<file path="config.mk">
export PLATFORM = sky130hd
export DESIGN_NAME = z80_io_uart_tx
export DESIGN_NICKNAME = d
export VERILOG_FILES = /design/src/rtl/z80_io_uart_tx.sv
export SDC_FILE = /design/constraint.sdc
export NUM_CORES = 1
export LEC_CHECK = 0
export CELL_PAD_IN_SITES_DETAIL_PLACEMENT = 1
export CELL_PAD_IN_SITES_GLOBAL_PLACEMENT = 2
export CORE_ASPECT_RATIO = 1.4
export CORE_MARGIN = 3
export CORE_UTILIZATION = 40
export CTS_BUF_LIST = sky130_fd_sc_hd__clkbuf_4 sky130_fd_sc_hd__clkbuf_8
export DETAILED_ROUTE_END_ITERATION = 10
export PLACE_DENSITY_LB_ADDON = 0.1
export SYNTH_ARGS = -nofsm -noshare
export SYNTH_HDL_FRONTEND = slang
export SYNTH_SLANG_ARGS = --single-unit
</file>
<file path="constraint.sdc">
create_clock -name CLK50M -period 4.9 [get_ports CLK50M]
set_clock_uncertainty 0.2 [all_clocks]
set_input_delay 0.49 -clock CLK50M [delete_from_list [all_inputs] [get_ports CLK50M]]
set_output_delay 0.49 -clock CLK50M [all_outputs]
set_load 0.05 [all_outputs]
</file>
<file path="src/rtl/z80_io_uart_tx.sv">
// ============================================================================
// z80_io_uart_tx : Z80 I/O-port UART transmitter (8N1) with a 4-byte write FIFO
// Revision 1.0
// ============================================================================
`default_nettype none

module z80_io_uart_tx #(
   parameter logic [7:0]  BASE_ADDR = 8'h00,
   parameter int unsigned BAUD_DIV  = 434
) (
   input  logic       CLK50M,
   input  logic       n_RST,
   input  logic       n_IORQ,
   input  logic       n_RD,
   input  logic       n_WR,
   input  logic [7:0] ADDR,
   input  logic [7:0] DATA_IN,
   output logic [7:0] DATA_OUT,
   output logic       DATA_OE,
   output logic       TXD
);

   localparam logic [15:0] BAUD_LAST = 16'(BAUD_DIV - 1);
   localparam logic [7:0]  STAT_ADDR = BASE_ADDR + 8'd1;

   typedef enum logic [1:0] {
      S_IDLE  = 2'd0,
      S_START = 2'd1,
      S_DATA  = 2'd2,
      S_STOP  = 2'd3
   } state_t;

   logic       wr_act, rd_act;
   logic       push, push_ok, pop;
   logic       full, empty, tx_idle;
   logic       wr_q, rd_q;
   logic       ovf_q, ovf_d;
   logic [7:0] fifo_q [4];
   logic [1:0] wptr_q, rptr_q;
   logic [2:0] count_q, count_d;

   state_t     state_q;
   logic [15:0] baud_q;
   logic [2:0] bit_q;
   logic [7:0] shift_q;
   logic       txd_q;

   assign wr_act  = !n_IORQ && !n_WR && (ADDR == BASE_ADDR);
   assign rd_act  = !n_IORQ && !n_RD && (ADDR == STAT_ADDR);
   // Edge-detect the strobe so a long-held write pushes exactly once
   assign push    = wr_act && !wr_q;
   assign full    = (count_q == 3'd4);
   assign empty   = (count_q == 3'd0);
   assign pop     = (state_q == S_IDLE) && !empty;
   assign push_ok = push && (!full || pop);
   assign tx_idle = empty && (state_q == S_IDLE);

   assign DATA_OE  = rd_act;
   assign DATA_OUT = rd_act ? {5'b0, ovf_q, tx_idle, !full} : 8'h00;
   assign TXD      = txd_q;

   always_comb begin
      count_d = count_q;
      if (push_ok && !pop)
         count_d = count_q + 3'd1;
      else if (!push_ok && pop)
         count_d = count_q - 3'd1;

      ovf_d = ovf_q;
      if (push && !push_ok)
         ovf_d = 1'b1;
      else if (rd_q && !rd_act)
         ovf_d = 1'b0;
   end

   always_ff @(posedge CLK50M or negedge n_RST) begin
      if (!n_RST) begin
         wr_q    <= 1'b0;
         rd_q    <= 1'b0;
         ovf_q   <= 1'b0;
         wptr_q  <= 2'd0;
         rptr_q  <= 2'd0;
         count_q <= 3'd0;
      end else begin
         wr_q    <= wr_act;
         rd_q    <= rd_act;
         ovf_q   <= ovf_d;
         count_q <= count_d;
         if (push_ok)
            wptr_q <= wptr_q + 2'd1;
         if (pop)
            rptr_q <= rptr_q + 2'd1;
      end
   end

   always_ff @(posedge CLK50M) begin
      if (push_ok)
         fifo_q[wptr_q] <= DATA_IN;
   end

   // TXD is a registered copy of the current state's line level, one cycle behind
   always_ff @(posedge CLK50M or negedge n_RST) begin
      if (!n_RST) begin
         state_q <= S_IDLE;
         baud_q  <= 16'd0;
         bit_q   <= 3'd0;
         shift_q <= 8'h00;
         txd_q   <= 1'b1;
      end else begin
         case (state_q)
            S_IDLE: begin
               txd_q <= 1'b1;
               if (pop) begin
                  shift_q <= fifo_q[rptr_q];
                  baud_q  <= BAUD_LAST;
                  state_q <= S_START;
               end
            end
            S_START: begin
               txd_q <= 1'b0;
               if (baud_q == 16'd0) begin
                  baud_q  <= BAUD_LAST;
                  bit_q   <= 3'd0;
                  state_q <= S_DATA;
               end else begin
                  baud_q <= baud_q - 16'd1;
               end
            end
            S_DATA: begin
               txd_q <= shift_q[0];
               if (baud_q == 16'd0) begin
                  baud_q <= BAUD_LAST;
                  if (bit_q == 3'd7) begin
                     state_q <= S_STOP;
                  end else begin
                     bit_q   <= bit_q + 3'd1;
                     shift_q <= {1'b0, shift_q[7:1]};
                  end
               end else begin
                  baud_q <= baud_q - 16'd1;
               end
            end
            S_STOP: begin
               txd_q <= 1'b1;
               if (baud_q == 16'd0)
                  state_q <= S_IDLE;
               else
                  baud_q <= baud_q - 16'd1;
            end
            default: begin
               txd_q   <= 1'b1;
               state_q <= S_IDLE;
            end
         endcase
      end
   end

endmodule

`default_nettype wire

</file>
==> summary.txt <==
Summary of the current implementation state.

- The clock tree from TritonCTS is yes, for reference.
- The tree is rooted in a sky130_fd_sc_hd__clkbuf_8.
- After the flow finishes, the layout carries non-filler instances totaling 439.
- The standby leakage power is 1.66 nW, for reference.
- In the Yosys report the total cell count is 302.
- Dividing the detail-routed wire length by the instance count gives 17.5 um.
- The timing report shows the most common cell along the critical path to be sky130_fd_sc_hd__clkdlybuf4s50_1.
- In the post-route analysis, the smallest setup slack over all paths is 1.68 ns.
- The master of the slowest instance on the critical path is sky130_fd_sc_hd__clkdlybuf4s50_1, for reference.
- The area fraction in full adders, half adders and majority gates is 5.14%, for reference.
- The register-to-register path setup slack is 1.94 ns, for reference.
- The timing report attributes the biggest portion of critical-path delay to buffers and inverters.
- The worst stage delay on the critical path is 0.82 ns, for reference.
- Before any placement, the netlist area is recorded as 0.00355 sq mm.
- STA classifies the critical path endpoint as a primary output.
- The number of maximum-capacitance violations recorded for the run is 0.
- Note, the detailed placer reported a final HPWL of 5570 um.
- Looking at the post-CTS report, the setup buffer insertion count equals 0.
- The floorplan step records an initial core utilization of 41.3%.
- The deepest clock path buffer count is 2, for reference.
- The most critical min-delay path falls under input port to asynchronous set/reset pin.
- The core area is 0.00861 sq mm, for reference.
- The clock period could shrink to 3.22 ns.
- The reg-to-reg endpoint is baud_q[0], for reference.
- The cell area after placement is 0.00387 sq mm, for reference.
- The CTS H-tree depth is 3, for reference.
- For this run, the script counts the antenna cells in the layout as 0.
- The tally of yosys warning messages is 0, for reference.
- Counting flops and latches in the post-synthesis netlist gives 72.
- After detailed routing, no signal wire sits above met4.
- The clock drives 72 sinks.
- Ranking logic cells in the layout by count gives the top entries sky130_fd_sc_hd__dfrtp_1, sky130_fd_sc_hd__nand2_1, sky130_fd_sc_hd__edfxtp_1.
- The area taken by sequential standard cells is reported as 0.00196 sq mm.
- Leaving out buffers and inverters, the combinational logic in the layout accounts for 0.00147 sq mm.
- The pre-CTS setup slack is 1.44 ns, for reference.
- The buffering stage count on the worst path with inverters included is 2, for reference.
- Hold repair after CTS inserted 0 buffers.
- The type of the worst setup path is input port to primary output, for reference.
- The total of buffers placed on input and output ports is 25, for reference.
- The first-pass GRT wire length is 13,300 um, for reference.
- By area the synthesized netlist is led by sky130_fd_sc_hd__dfrtp_1, sky130_fd_sc_hd__edfxtp_1, sky130_fd_sc_hd__mux4_2.
- Setup repair after global routing left no endpoint under its margin.
- In the synthesized netlist, the cells that appear most often are sky130_fd_sc_hd__dfrtp_1, sky130_fd_sc_hd__nand2_1, sky130_fd_sc_hd__edfxtp_1.
- On met2, the global router reports a usage of 31.0%.
- The layout stage reports a final design area of 0.00410 sq mm.
- The top-area cell type share of the netlist area is 27.5%, for reference.
- The critical path endpoint has a required time of 4.21 ns.
- The highest-utilization routing layer at the global route stage is met2, for reference.
- The largest net degree at the start of global routing is 41, for reference.
- The number of buffers created by CTS is 9, for reference.
- The final weighted congestion recorded by global placement is 0.730.
- The via count of the first global-routing pass is 2,618, for reference.
- The signed area change from the synthesized netlist to the final layout is 15.3%, for reference.
- The number of standard-cell rows in the floorplan is 40, for reference.
- According to the timing report, the critical path is captured at DATA_OUT[0].
- Including well taps, the total number of placed cells is 423.
- Hold is met by 0.0541 ns.
- The flow ran to the end, and the final reports show no timing, DRC or antenna violations.
- The fraction of final layout cells with drive strength greater than 1 is 12.3%, for reference.
- The iteration count of the initial detailed-routing pass is 4, for reference.
- The amount of wire on met3 after detailed routing is 151 um, for reference.
- On the reported timing paths, the clock transition at the registers reads 0.09 ns.
- For the final routed database, the setup TNS stands at 0 ns.
- The end-of-flow timing check tallies setup violations at 0.
- The worst setup path is launched from an input port.
- The sum of internal, switching and leakage power is 1.54 mW, for reference.
- The count of nets left with antenna violations once routing finished came out at 0.
- Each instance of the synthesized netlist takes up on average 11.8 sq um.
- The DRC violation count after routing is 0, for reference.
- The sum of overflow across all layers after global routing is 0, for reference.
- The post-route utilization of the core is recorded as 47.6%.
- The async set-or-reset flop fraction in the synthesized netlist is 55.6%, for reference.
- Dividing the final minimum period by the clock period gives 65.8%.
- In this run the worst setup path begins at n_IORQ.
-- sequential cells by signal (all words and copies together), names as in the netlist, 2 cells and up --
| register | count |
|---|---|
| fifo_q | 32 |
| baud_q | 16 |
| shift_q | 8 |
| bit_q | 3 |
| count_q | 3 |
| rptr_q | 2 |
| state_q | 2 |
| wptr_q | 2 |
-- power by group --
group	leakage (nW)	switching [mW]	internal, mW
registers	0.778	0.0684	0.678
logic	0.769	0.120	0.134
clock network	0.109	0.236	0.302
-- cell type report --
class                      count  share of cell area, %
tap                          105                   3.21
multi-input combinational    205                   35.8
sequential                    72                   47.9
inverter                      16                   1.47
timing repair buffer          25                   5.99
clock inverter                 6                   2.26
clock buffer                  10                   3.36
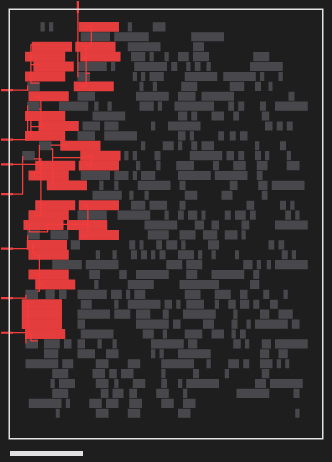
(nets reached from selected ports)
Scale bar: 20 um.
DATA_IN: shown in red, bits 8, direction input, end cells 32, buffers 8, wire 262 um.

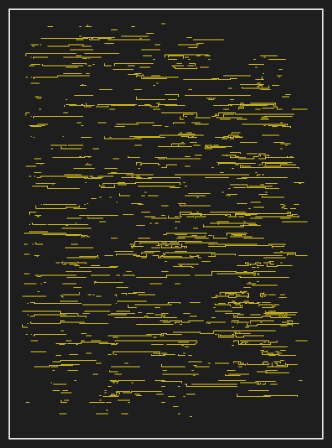
(met1 routing)
330 nets have wire on it. The layer holds 39% of the routed length. The layer carries 3,030 um of wire. The wires run mostly horizontal. The longest straight run is 22.5 um.

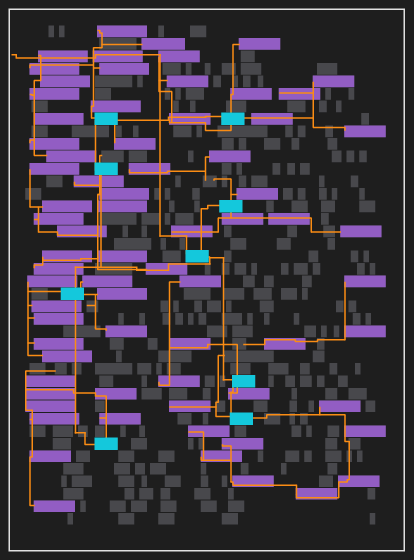
(clock network drawn from the DEF)
clock drivers: shown in cyan, count 9. clock wires: shown in orange, length 990 um. flip-flops: shown in purple, count 72.
Position of the flops: spread over the die.

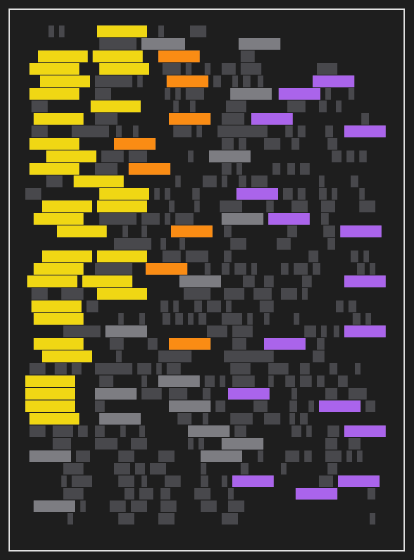
(register map, names as in the netlist)
baud_q: shown in purple, placed flops 16. shift_q: shown in orange, placed flops 8. fifo_q: shown in yellow, placed flops 32.
Another 16 sequential cells are not colored.

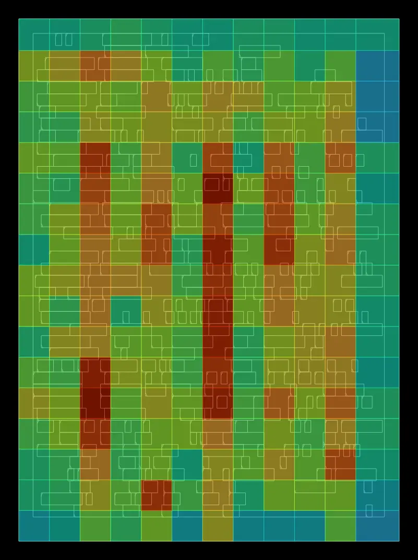
(routing congestion map)
met1 capacity usage during global routing: 19.1%
global routing met3 resource utilization: 2.45%

Power and IR drop assume default switching activity.
